`config.mk`:
```
export PLATFORM = sky130hd
export DESIGN_NAME = irda_sir_tx_ctrl
export DESIGN_NICKNAME = d
export VERILOG_FILES = /design/src/rtl/irda_sir_tx_ctrl.sv
export SDC_FILE = /design/constraint.sdc
export NUM_CORES = 1
export LEC_CHECK = 0
export CELL_PAD_IN_SITES_DETAIL_PLACEMENT = 0
export CELL_PAD_IN_SITES_GLOBAL_PLACEMENT = 1
export CORE_ASPECT_RATIO = 1.75
export CORE_MARGIN = 2
export CORE_UTILIZATION = 44
export DETAILED_ROUTE_END_ITERATION = 8
export PLACE_DENSITY_LB_ADDON = 0.1
export SLEW_MARGIN = 30
export SYNTH_ARGS = -nofsm -noshare
export SYNTH_HDL_FRONTEND = slang
export SYNTH_SLANG_ARGS = --single-unit
```
`constraint.sdc`:
```
create_clock -name clk -period 2.2 [get_ports clk]
set_input_delay 0.44 -clock clk [delete_from_list [all_inputs] [get_ports clk]]
set_output_delay 0.44 -clock clk [all_outputs]
set_load 0.02 [all_outputs]
```
`src/rtl/irda_sir_tx_ctrl.sv`:
```
`default_nettype none
// ============================================================================
// Module   : irda_sir_tx_ctrl
// Brief    : IrDA SIR transmit sequencer: start + 8 data (LSB first) + stop,
//            RZI encoded (3/16-bit-time pulse per 0 bit). Optional macro:
//            IRDA_TX_PARITY_EN inserts an even-parity bit before the stop bit.
// Revision : 1.0 - initial release
// ============================================================================
module irda_sir_tx_ctrl #(
  parameter logic [15:0] DIV = 16'd4
) (
  input  logic       clk,
  input  logic       rst,
  input  logic       ena,
  input  logic [7:0] tx_data,
  input  logic       tx_valid,
  output logic       tx_ready,
  output logic       tx_busy,
  output logic       tx_done,
  output logic       ir_tx
);

`ifdef IRDA_TX_PARITY_EN
  localparam logic [3:0] FRAME_BITS = 4'd11;
`else
  localparam logic [3:0] FRAME_BITS = 4'd10;
`endif
  localparam int          c_sh_w     = int'(FRAME_BITS);
  localparam logic [3:0]  c_last_bit = FRAME_BITS - 4'd1;
  localparam logic [15:0] c_div_last = DIV - 16'd1;

  typedef enum logic [1:0] {
    S_IDLE  = 2'd0,
    S_SHIFT = 2'd1,
    S_DONE  = 2'd2
  } state_t;

  state_t              r_state, w_state_nxt;
  logic [15:0]         r_presc, w_presc_nxt;
  logic [3:0]          r_samp, w_samp_nxt;
  logic [3:0]          r_bit_cnt, w_bit_cnt_nxt;
  logic [c_sh_w-1:0]   r_shreg, w_shreg_nxt, w_load;
  logic                w_accept, w_tick, w_ir_nxt;

`ifdef IRDA_TX_PARITY_EN
  assign w_load = {1'b1, ^tx_data, tx_data, 1'b0};
`else
  assign w_load = {1'b1, tx_data, 1'b0};
`endif

  always_comb begin
    // tx_ready is registered high exactly in IDLE and DONE, never right after reset
    w_accept      = tx_ready && tx_valid && ena;
    w_tick        = (r_state == S_SHIFT) && ena && (r_presc == c_div_last);
    w_state_nxt   = r_state;
    w_presc_nxt   = r_presc;
    w_samp_nxt    = r_samp;
    w_bit_cnt_nxt = r_bit_cnt;
    w_shreg_nxt   = r_shreg;
    case (r_state)
      S_IDLE, S_DONE: begin
        w_state_nxt = S_IDLE;
        if (w_accept) begin
          w_state_nxt   = S_SHIFT;
          w_shreg_nxt   = w_load;
          w_presc_nxt   = 16'd0;
          w_samp_nxt    = 4'd0;
          w_bit_cnt_nxt = 4'd0;
        end
      end
      S_SHIFT: begin
        if (ena) begin
          if (w_tick) begin
            w_presc_nxt = 16'd0;
            if (r_samp == 4'd15) begin
              w_samp_nxt = 4'd0;
              if (r_bit_cnt == c_last_bit) begin
                w_state_nxt = S_DONE;
                w_shreg_nxt = '1;
              end else begin
                w_shreg_nxt   = {1'b1, r_shreg[c_sh_w-1:1]};
                w_bit_cnt_nxt = r_bit_cnt + 4'd1;
              end
            end else begin
              w_samp_nxt = r_samp + 4'd1;
            end
          end else begin
            w_presc_nxt = r_presc + 16'd1;
          end
        end
      end
      default: w_state_nxt = S_IDLE;
    endcase
    // Pulse decision looks at the upcoming position so the first pulse lands in E+1
    w_ir_nxt = (w_state_nxt == S_SHIFT) && ena && !w_shreg_nxt[0] && (w_samp_nxt <= 4'd2);
  end

  always_ff @(posedge clk) begin
    if (!rst) begin
      r_state   <= S_IDLE;
      r_presc   <= 16'd0;
      r_samp    <= 4'd0;
      r_bit_cnt <= 4'd0;
      r_shreg   <= '1;
      ir_tx     <= 1'b0;
      tx_done   <= 1'b0;
      tx_busy   <= 1'b0;
      tx_ready  <= 1'b0;
    end else begin
      r_state   <= w_state_nxt;
      r_presc   <= w_presc_nxt;
      r_samp    <= w_samp_nxt;
      r_bit_cnt <= w_bit_cnt_nxt;
      r_shreg   <= w_shreg_nxt;
      ir_tx     <= w_ir_nxt;
      tx_done   <= (w_state_nxt == S_DONE);
      tx_busy   <= (w_state_nxt == S_SHIFT);
      tx_ready  <= (w_state_nxt != S_SHIFT);
    end
  end

endmodule
`default_nettype wire
```
run_1/floorplan.png
Scale bar: 20 um. Pins as bars on the die edge. Tap cells in gray.
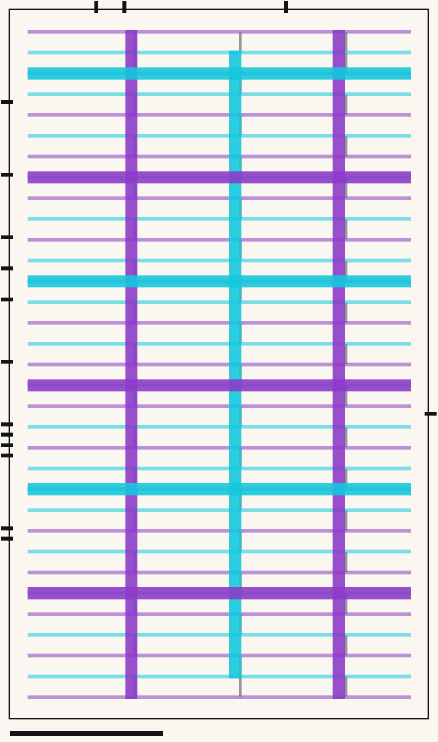
net	color
VDD	cyan
VSS	purple
tap cells	51
met1 rails	33
met4 straps	3
signal pins	16

run_1/ff_map.png
Scale bar: 20 um. Other sequential cells in the stronger gray, the rest of the logic in the fainter gray.
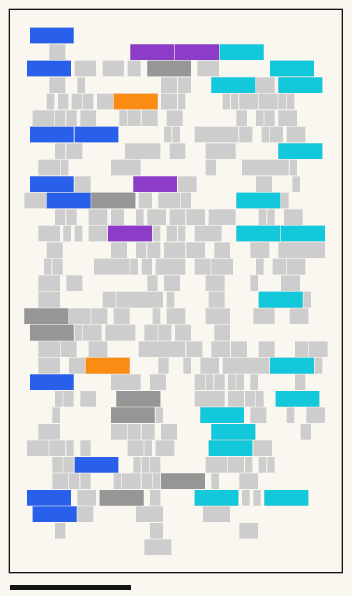
signal	color	placed flops
`r_state`	orange	2
`r_presc`	cyan	16
`r_samp`	purple	4
`r_shreg`	blue	10
not colored	8

run_1/util_map.png
Scale bar: 20 um. The die is cut into 5 by 9 equal tiles; white is low, dark blue is high, 0 to 100% covered.
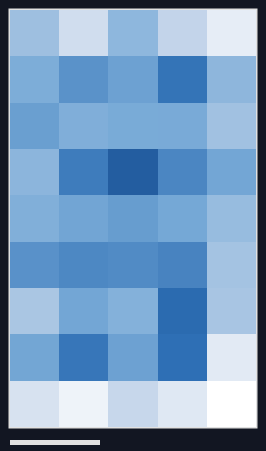
mean over tiles	46%
emptiest ninth of the die	bottom right
densest ninth of the die	middle
fullest tile	82%
tiles over 75% full	4.4%
nearly empty tiles	2.2%

==> impl_metrics.tcl, run 1 <==
# collected from the flow reports
set metrics [dict create \
    layout_top_cells "40 x dfxtp_1, 26 x nand2_1, 26 x nor2_1" \
    p_leak_nw 0.885 \
    die_y_um 92.6 \
    crit_arrival_ps 2180 \
    syn_area_um2 1970 \
    cp_top_family "simple AND/OR/NAND/NOR gates" \
    worstSetupPathType "input pin to register" \
    reg2reg_setup_slack_ps 290 \
    largestClassByArea "multi-input combinational cells" \
    drive_gt1_frac 0.171 \
    via_per_inst 5.53 \
    wl_met1_um 1580 \
    tightest_slew_ps 384 \
    ys.flop_type "dfxtp_1" \
    grt_pass1_vias 1723 \
    clkLatencyLatePin_ps 290 \
    wl_um 4520 \
    sh_comb_area 0.468 \
    clockBufferDepth 2 \
    pg_seq_mw 0.748 \
    dr.first_iter.drc_count 24 \
    clkTransAtPathRegs_ps 70 \
    ys_sh_adder 0.0253 \
    rsz0062_at_grt "false" \
    status "finished, final reports clean" \
    inv_count 2 \
    synth_seq_share 0.406 \
    ys_sh_xor 0.0710 \
    synthAoiAreaFrac 0.167 \
    bufAreaShareNonClock 0.130 \
    cts_tree "yes" \
    combinationalPowerShare 0.090 \
    comb_area_um2 1120 \
    num-fill-cells 424 \
    seq_share 0.334 \
    io_pins 16 \
    fmax_mhz 510 \
    yosysWarnings 0 \
    dieArea_um2 5060 \
    async_flop_share 0 \
    buffers 35 \
    ys_area_um2 1970 \
    core_um2 4360 \
    hold_path_class "register to register" \
    grt.total_usage 0.205 \
    slowest_delay_ps 530 \
    cap_violations 0 \
    postCtsHoldBufs 0 \
    largest_register_ffs 16 \
    tap_cells 51 \
    ant_nets 0 \
    first_pass_iters 4 \
    setup_viol 0 \
    finalCritPeriodShare 0.892 \
    grt_use_met2 0.400 \
    ys_ff 40 \
    crit_fanout 5 \
    cp-start-kind "input pin" \
    fp_util 0.452 \
    ff_count 40 \
    wl_met3_um 133 \
    final-clk-cell-share 0.0386 \
    grt_use_met1 0.183 \
    layout.nets 267 \
    syn_nets 234 \
    clockPowerShare 0.362 \
    min_path_cells 1 \
    crit_cells 6 \
    min_period_ps 1960 \
    top_usage_layer "met2" \
    relSlewSlack 0.744 \
    numCtsBuffers 5 \
    edf_count 0 \
    maxPowerGroup "sequential cells" \
    antenna_found_initial 0 \
    p_per_area_nw_per_um2 569 \
    min_to "r_shreg[3]$_SDFFE_PN1P_" \
    switching_share 0.229 \
    logic_family "simple AND/OR/NAND/NOR gates" \
    log.warning_count 27 \
    r2r_end "r_presc[15]$_SDFFE_PN0P_" \
    crit_end "r_bit_cnt[3]$_SDFFE_PN0P_" \
    power.switching_mw 0.313 \
    hold_violations 0 \
    top_regs "r_presc: 16 flops, r_shreg: 10 flops" \
    min_from "r_shreg[3]$_SDFFE_PN1P_" \
    cts_htree_levels 2 \
    cp_num_buf_inv 1 \
    seqCellArea_um2 801 \
    worstSetupEndpointType "register" \
    pwr-share-seq 0.548 \
    diodes 0 \
    clkbuf_count 6 \
    path_cells "clkdlybuf4s50_1 > and4bb_1 > and4_1 > o211ai_4 > or3_1 > a21oi_1" \
    grt_start_max_net_pins 17 \
    cellInternalPower_mw 1.05 \
    cts_setup_buffers 0 \
    drc_errors 0 \
    pg_clk_mw 0.494 \
    dp_hpwl_um 3650 \
    syn_inst 218 \
    critPathLaunch "ena" \
    use_met3 0.0371 \
    area_delta_synth_final_pct 21.6 \
    gp_congestion 0.834 \
    comb.multi_input.count 167 \
    reg2regPathDepth 7 \
    post-place-ws_ps -61.8 \
    peakVddDrop_v 0.000426 \
    port_buffers 15 \
    fin_ws_ps 238 \
    synth.avg_cell_area_um2 9.06 \
    routed.top_layer "met4" \
    finClkSkew_ps 5.35 \
    mux_area_frac 0.00507 \
    tns_ps 0 \
    cts.sinks 40 \
    ys_sh_simple 0.301 \
    synth-cells-yosys 218 \
    rows 32 \
    overflow 0 \
    holdWs_ps 451 \
    grt_pass1_wl_um 7580 \
    wl_per_cell_um 14.9 \
    top_register "r_presc" \
    p_comb_mw 0.123 \
    die_w_um 54.6 \
    r2r-start "r_state[0]$_SDFF_PN0_" \
    maxSlewViolCount 0 \
    wl_met2_um 2630 \
]
## run 1: synth_stat cells (4+ instances only)
master | count | area (um^2)
nand2_1 | 26 | 97.6
ha_1 | 4 | 50.1
nor2_1 | 26 | 97.6
nand3_1 | 15 | 75.1
o21a_1 | 4 | 30.0
clkbuf_1 | 4 | 15.0
nor4_4 | 4 | 85.1
xnor2_1 | 6 | 52.6
buf_2 | 4 | 20.0
o21ai_0 | 11 | 55.1
xor2_1 | 10 | 87.6
a21o_1 | 8 | 60.1
dfxtp_1 | 40 | 801
nor2b_1 | 5 | 31.3
## run 1: through the flow
stage                     cells  utilization  cell area (um^2)
after floorplan             218            -              1970
after global placement      295        0.529              2310
after detailed placement    295        0.529              2310
after CTS                   303        0.550              2400
after global routing        303        0.550              2400
final                       303        0.550              2400
## Run 2: what changed since run 1
--- a/config.mk
+++ b/config.mk
@@ -10,6 +10,7 @@
 export CORE_ASPECT_RATIO = 1.75
 export CORE_MARGIN = 2
 export CORE_UTILIZATION = 44
+export CTS_CLUSTER_DIAMETER = 100
 export DETAILED_ROUTE_END_ITERATION = 8
 export PLACE_DENSITY_LB_ADDON = 0.1
 export SLEW_MARGIN = 30
run_2/floorplan.png
Scale bar: 20 um. Pins as bars on the die edge. Tap cells in gray.
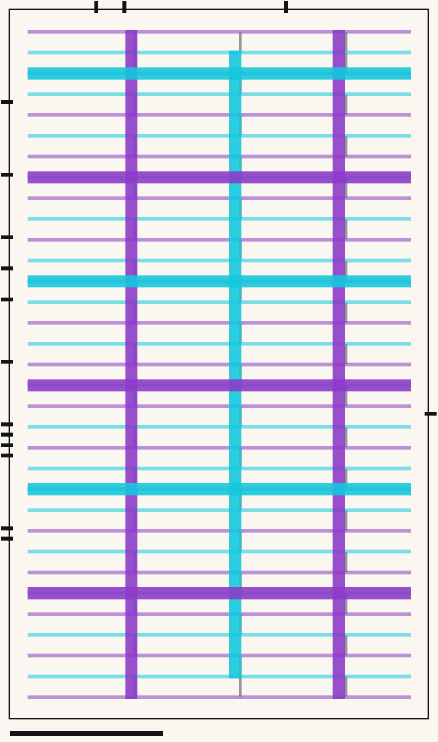
Worst VDD drop: 0.000426 V
Die Width: 54.6 um
total core area: 4360 um^2

==> run 2 against run 1 <==
  * Power is the same
  * Cell count is the same
  * Clock power is essentially flat
  * Cell area is the same
  * First-iteration DRC count is the same
  * Register-to-register slack is essentially flat
  * Sequential power is essentially flat
==> impl_metrics.tcl, run 2 <==
# collected from the flow reports
set metrics [dict create \
    grt.total_usage 0.205 \
    fin_ws_ps 238 \
    tightest_slew_ps 384 \
    cp_top_family "simple AND/OR/NAND/NOR gates" \
    log.warning_count 27 \
    yosysTopAreaCellShare 0.406 \
    syn_area_um2 1970 \
    fmax_mhz 510 \
    worstSetupPathType "input pin to register" \
    syn_inst 218 \
    place_area_um2 2310 \
    switching_share 0.229 \
    tns_ps 0 \
    antenna_found_initial 0 \
    syn_nets 234 \
    pwr-share-seq 0.548 \
    edf_count 0 \
    grt_use_met1 0.183 \
    cp_num_buf_inv 1 \
    clkLatencyLatePin_ps 290 \
    cap_violations 0 \
    cts.sinks 40 \
    diodes 0 \
    rows 32 \
    hold_path_class "register to register" \
    clockPowerShare 0.362 \
    synth.avg_cell_area_um2 9.06 \
    worstSetupEndpointType "register" \
    finish.instance_area_um2 2400 \
    wl_met2_um 2630 \
    overflow 0 \
    power.switching_mw 0.313 \
    top_regs "r_presc: 16 flops, r_shreg: 10 flops" \
    largest_register_ffs 16 \
    use_met3 0.0371 \
    finalCritPeriodShare 0.892 \
    holdWs_ps 451 \
    rsz0062_at_grt "false" \
    status "finished, final reports clean" \
    wl_um 4520 \
    wl_met3_um 133 \
    grt_use_met2 0.400 \
    pg_clk_mw 0.494 \
    cts_setup_buffers 0 \
    mux_area_frac 0.00507 \
    maxSlewViolCount 0 \
    grt_start_max_net_pins 17 \
    dr.first_iter.drc_count 24 \
    synth-cells-yosys 218 \
    yosysWarnings 0 \
    async_flop_share 0 \
    ys_sh_simple 0.301 \
    drc_errors 0 \
    relSlewSlack 0.744 \
    cp-start-kind "input pin" \
    yosysMostFrequentCell "dfxtp_1" \
    synth_area_leader_cell "dfxtp_1" \
    drive_gt1_frac 0.171 \
    first_pass_iters 4 \
    min_period_ps 1960 \
    hold_violations 0 \
    p_per_area_nw_per_um2 569 \
    port_buffers 15 \
    clockBufferDepth 2 \
    ys_ff 40 \
    finClkSkew_ps 5.35 \
    dp_hpwl_um 3650 \
    top_register "r_presc" \
    cts_htree_levels 2 \
    io_pins 16 \
    stdcell_count 303 \
    gp_congestion 0.834 \
    ant_nets 0 \
    crit_fanout 5 \
    cellInternalPower_mw 1.05 \
    ys_sh_xor 0.0710 \
    setup_viol 0 \
    p_comb_mw 0.123 \
    top_usage_layer "met2" \
    path_cells "clkdlybuf4s50_1 > and4bb_1 > and4_1 > o211ai_4 > or3_1 > a21oi_1" \
    dieArea_um2 5060 \
    layout_top_cells "40 x dfxtp_1, 26 x nand2_1, 26 x nor2_1" \
    top_cells_by_area "dfxtp_1 41%, nand2_1 4.9%, nor2_1 4.9%, xor2_1 4.4%, nor4_4 4.3%" \
    combinationalPowerShare 0.090 \
    synth_seq_share 0.406 \
    slowest_delay_ps 530 \
    num-fill-cells 424 \
    comb_area_um2 1120 \
    clkTransAtPathRegs_ps 70 \
    wl_met1_um 1580 \
    cts_tree "yes" \
    routed.top_layer "met4" \
    crit_arrival_ps 2180 \
    p_leak_nw 0.885 \
    maxPowerGroup "sequential cells" \
    numCtsBuffers 5 \
    ys.flop_type "dfxtp_1" \
    post-place-ws_ps -61.8 \
    grt_pass1_wl_um 7580 \
    pg_seq_mw 0.748 \
    cts_root_buffer "clkbuf_8" \
    ys_sh_adder 0.0253 \
    postCtsHoldBufs 0 \
    via_per_inst 5.53 \
    ys_area_um2 1970 \
    dp.cells 295 \
    wl_per_cell_um 14.9 \
    grt_pass1_vias 1723 \
    reg2reg_setup_slack_ps 290 \
]
run_2/util_map.png
Scale bar: 20 um. The die is cut into 5 by 9 equal tiles; white is low, dark blue is high, 0 to 100% covered.
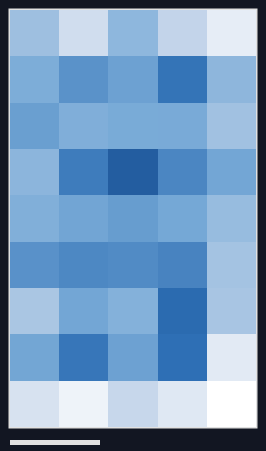
post-layout util: 0.550
Starting Density: 0.452

[run 2: cell type report]
type | instances | share of cell area
multi-input cells | 167 | 0.468
flip-flops and latches | 40 | 0.334
repair buffers | 35 | 0.130
clock buffers | 6 | 0.0344
well taps | 51 | 0.0266
clock inverters | 2 | 0.00417
inverters | 2 | 0.00313
[run 2: final timing paths]
check,from,to,depth (start not counted)
worst min-delay path,r_shreg[3]$_SDFFE_PN1P_,r_shreg[3]$_SDFFE_PN1P_,1
worst min register to register,r_shreg[3]$_SDFFE_PN1P_,r_shreg[3]$_SDFFE_PN1P_,1
worst max-delay path,ena,r_bit_cnt[3]$_SDFFE_PN0P_,6
worst max register to register,r_state[0]$_SDFF_PN0_,r_presc[15]$_SDFFE_PN0P_,7
## Run 3: what changed since run 2
--- a/config.mk
+++ b/config.mk
@@ -12,6 +12,7 @@
 export CORE_UTILIZATION = 44
 export CTS_CLUSTER_DIAMETER = 100
 export DETAILED_ROUTE_END_ITERATION = 8
+export HOLD_SLACK_MARGIN = 0.1
 export PLACE_DENSITY_LB_ADDON = 0.1
 export SLEW_MARGIN = 30
 export SYNTH_ARGS = -nofsm -noshare
run_3/util_map.png
Scale bar: 20 um. The die is cut into 5 by 9 equal tiles; white is low, dark blue is high, 0 to 100% covered.
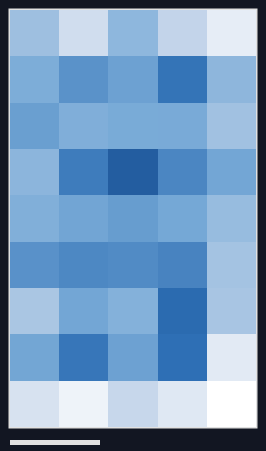

run_3/floorplan.png
Scale bar: 20 um. Pins as bars on the die edge. Tap cells in gray.
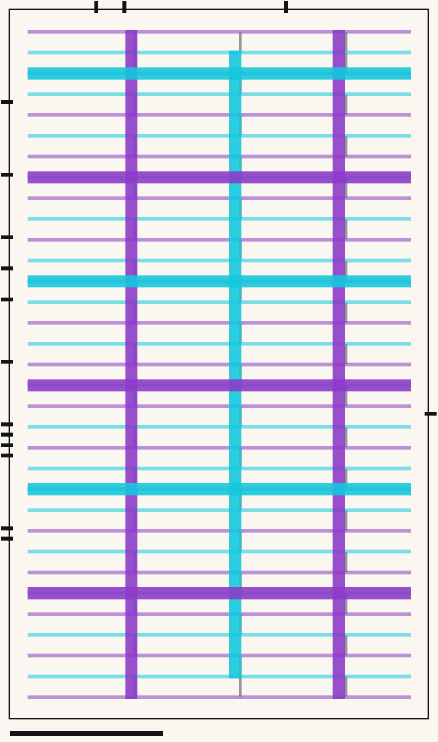
Die Ht: 92.6 um

==> run 3 against run 2 <==
  * Global-route usage unchanged
  * Maximum frequency unchanged
  * Synthesized area unchanged
  * Wire length unchanged
  * Synthesized cell count unchanged
  * Critical path type unchanged
  * Critical endpoint unchanged
  * Largest power group unchanged
==> impl_metrics.tcl, run 3 <==
# collected from the flow reports
set metrics [dict create \
    io_pins 16 \
    wl_met2_um 2630 \
    ys_sh_xor 0.0710 \
    synthAoiAreaFrac 0.167 \
    final-clk-cell-share 0.0386 \
    sh_comb_area 0.468 \
    largestClassByArea "multi-input combinational cells" \
    final_util 0.550 \
    ys_sh_adder 0.0253 \
    wl_per_cell_um 14.9 \
    grt_start_max_net_pins 17 \
    seq_share 0.334 \
    ys.flop_type "dfxtp_1" \
    worstSetupPathType "input pin to register" \
    min_from "r_shreg[3]$_SDFFE_PN1P_" \
    synth_seq_share 0.406 \
    holdWs_ps 451 \
    finish.instance_area_um2 2400 \
    synth_area_leader_cell "dfxtp_1" \
    clockPowerShare 0.362 \
    rsz0062_at_grt "false" \
    pg_seq_mw 0.748 \
    top_usage_layer "met2" \
    yosysMostFrequentCell "dfxtp_1" \
    hold_path_class "register to register" \
    ys_area_um2 1970 \
    grt_pass1_wl_um 7580 \
    gp_congestion 0.834 \
    finalCritPeriodShare 0.892 \
    cts_setup_buffers 0 \
    yosys-top-cells-count "40 x dfxtp_1, 26 x nand2_1, 26 x nor2_1" \
    min_period_ps 1960 \
    antenna_found_initial 0 \
    yosysWarnings 0 \
    via_per_inst 5.53 \
    cp_top_family "simple AND/OR/NAND/NOR gates" \
    cp_num_buf_inv 1 \
    finClkSkew_ps 5.35 \
    clkLatencyLatePin_ps 290 \
    core_um2 4360 \
    routed.top_layer "met4" \
    syn_area_um2 1970 \
    syn_inst 218 \
    grt_use_met1 0.183 \
    num-fill-cells 424 \
    comb_area_um2 1120 \
    crit_arrival_ps 2180 \
    pwr-share-seq 0.548 \
    synth-cells-yosys 218 \
    cap_violations 0 \
    log.warning_count 27 \
    cts_tree "yes" \
    numCtsBuffers 5 \
    p_leak_nw 0.885 \
    r2r_end "r_presc[15]$_SDFFE_PN0P_" \
    ys_ff 40 \
    power.switching_mw 0.313 \
    reg2regPathDepth 7 \
    peakVddDrop_v 0.000426 \
    bufAreaShareNonClock 0.130 \
    seqCellArea_um2 801 \
    reg2reg_setup_slack_ps 290 \
    grt.total_usage 0.205 \
    ant_nets 0 \
    crit_fanout 5 \
    area_delta_synth_final_pct 21.6 \
    slowest_delay_ps 530 \
    first_pass_iters 4 \
    dp_hpwl_um 3650 \
    inv_count 2 \
    clockBufferDepth 2 \
    buffers 35 \
    ys_sh_simple 0.301 \
    tns_ps 0 \
    stdcell_count 303 \
    cts_htree_levels 2 \
    maxSlewViolCount 0 \
    cts_root_buffer "clkbuf_8" \
    logic_family "simple AND/OR/NAND/NOR gates" \
    status "finished, final reports clean" \
    p_per_area_nw_per_um2 569 \
    top_register "r_presc" \
    cp-start-kind "input pin" \
    r2r-start "r_state[0]$_SDFF_PN0_" \
    tightest_slew_ps 384 \
    top_cells_by_area "dfxtp_1 41%, nand2_1 4.9%, nor2_1 4.9%, xor2_1 4.4%, nor4_4 4.3%" \
    mux_area_frac 0.00507 \
    path_cells "clkdlybuf4s50_1 > and4bb_1 > and4_1 > o211ai_4 > or3_1 > a21oi_1" \
    diodes 0 \
    wl_met3_um 133 \
    layout_top_cells "40 x dfxtp_1, 26 x nand2_1, 26 x nor2_1" \
]
-- run 3: cell counts after synthesis --
Identical to the previous run, type by type.
-- run 3: worst max path at each step --
| stage | start | endpoint | slack [ps] | cells past startpoint |
|---|---|---|---|---|
| 6_report | ena | r_bit_cnt[3]$_SDFFE_PN0P_ | 240 | 6 |
| 3_3_place_gp | ena | r_presc[15]$_SDFFE_PN0P_ | -80 | 8 |
| 5_1_grt | ena | ir_tx$_SDFF_PN0_ | 80 | 7 |
| 4_1_cts | ena | r_presc[15]$_SDFFE_PN0P_ | 230 | 8 |
| 3_5_place_dp | ena | r_presc[15]$_SDFFE_PN0P_ | -60 | 8 |
| 2_1_floorplan | r_samp[0]$_SDFF_PN0_ | r_bit_cnt[3]$_SDFFE_PN0P_ | 440 | 6 |
Power is estimated from default activity; no workload was simulated.
